Design fp_console_ctrl, sky130hd; sources not shown.
gate_families.png
Drawn at 4 px/micron.
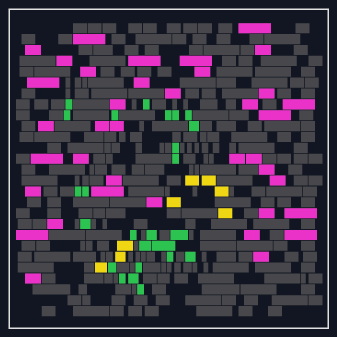
| color | family | cells |
|---|---|---|
| green | inverting AOI/OAI gates | 25 |
| magenta | multiplexers | 38 |
| yellow | AND-OR and OR-AND gates | 8 |
Post-Layout Cell Count: 410
logic share of the area: 29.4%
most instantiated logic cell after routing: clkdlybuf4s50_1

metal_stack.png
Drawn at 4 px/micron.
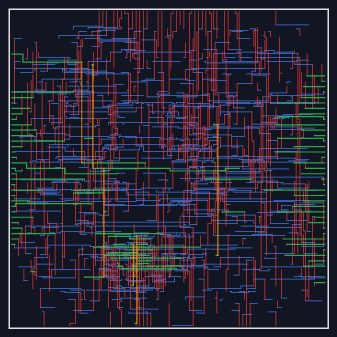
| color | layer | wire length |
|---|---|---|
| green | met3 | 649 microns |
| red | met2 | 3230 microns |
| orange | met4 | 143 microns |
| blue | met1 | 2980 microns |
DR vias: 2273
Total GRT Usage: 23.4%
Wirelength per Cell: 17.1 microns
WL final: 7000 microns

port_nets.png
Drawn at 6 px/micron.
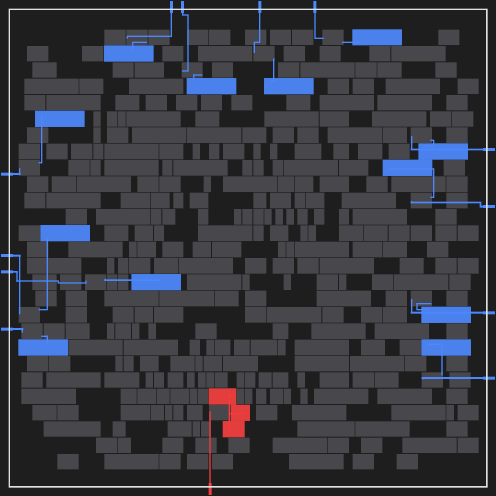
| color | port | bits | direction | end cells | wire |
|---|---|---|---|---|---|
| blue | core_mb | 12 | input | 12 | 192 microns |
| red | mem_wr_ack | 1 | input | 3 | 21.8 microns |
number of port buffers: 114
Ports: 115

final_clocks.png
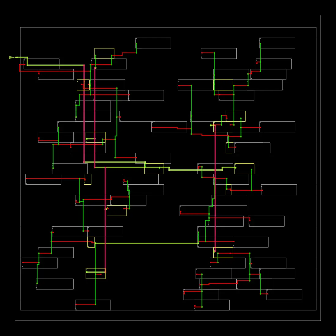
clock-net power: 0.000451 W
FF+latch count: 58
cts bufs inserted: 9

registers.png
Drawn at 3 px/micron. Other sequential cells in the stronger gray, the rest of the logic in the fainter gray.
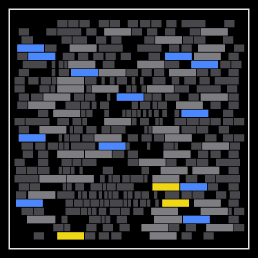
| color | name in the netlist | flops |
|---|---|---|
| yellow | r_state | 3 |
| blue | mem_wdata | 12 |
post-layout util: 72.7%
storage element area: 1450 sq um
flop share of the area: 35.4%

==> flow_summary.yaml <==
# yosys + openroad results
worst_setup_path:
  setup.worst_path.class: "in2reg"
  critPathMaxFanout: 6
  critPathBufInv: 1
  regToRegSetupSlack_ns: 1.44
  critPathTopFamily: "AND-OR/OR-AND gates"
  cp_slowest_cell: "clkdlybuf4s50_1"
  path_cells: "clkdlybuf4s50_1, and4bb_2, nor4_1, a211oi_1, o31ai_2, nor2_1, a221o_1"
power:
  vdd_drop_max_mv: 0.323
  p_seq_w: 0.000988
  swShare_pct: 34.3
  power.combinational.fraction_pct: 44.4
  intPower_w: 0.00170
  comb-power_w: 0.00115
  power_frac_clock_pct: 17.4
  power_leader: "combinational cells"
clock_tree:
  clock_path_buffers: 2
  cts_tree: "yes"
  clk_pin_slew_ns: 0.07
  h-tree-depth: 3
  cts.sinks: 58
  clockRootBuffer: "clkbuf_8"
  ctsHoldBuffers: 0
  clock_latency_ns: 0.33
floorplan:
  taps: 72
  die_height_microns: 79.4
  initial_utilization_pct: 48.8
  die_x_microns: 79.4
  chip_area_sq_um: 6300
synth:
  synth_chip_area_sq_um: 2750
  top_area_cell: "dfrtp_1"
  syn_inst: 215
  yosys_cells: 215
  area_leaders: "dfrtp_1 (51%), mux2_2 (9.8%), mux4_2 (9.8%)"
  edf_count: 0
  ys_sh_xor_pct: 2.86
  mux_share_pct: 20.4
  top_cell: "dfrtp_1"
  syn_avg_cell_area_sq_um: 12.8
  syn_area_sq_um: 2750
  simple_gate_share_pct: 11.4
  syn_nets: 277
  synthTopCellsByCount: "dfrtp_1 (56), mux2_2 (24), nand2_1 (18), nor2_1 (16), mux4_2 (12)"
  logic_family: "multiplexers"
  netlist-cell-type-count: 47
sta:
  fin_setup_tns_ns: 0
  slew_headroom_pct: 38.1
  rsz0062_at_grt: "false"
  holdWs_ns: 0.353
  fmax_ghz: 0.354
  slew_violations: 0
placed_design:
  gp_congestion: 1.09
  place_ws_ns: 0.955
  dpl.hpwl_microns: 5130
  dp.cells: 394
finish:
  comb_area_sq_um: 1200
  largest_class: "sequential cells"
  final-clk-cell-share_pct: 4.02
  nMultiInputCombCells: 141
  areaGrowthSynthToFinish_pct: 49.1
  n_all_buffers: 118
  diodes: 0
detailed_routing:
  wl_met1_microns: 2980
  drcViolationCount: 0
  top_layer: "met4"
  met3WireLength_microns: 648
  drt_iter0_markers: 145
  ant_nets: 0
grt:
  use_met2_pct: 36.0
  use_met1_pct: 30.9
  met3_usage_pct: 6.78
  grt_max_degree: 34
status:
  status: "completed"
Power and IR drop assume default switching activity.
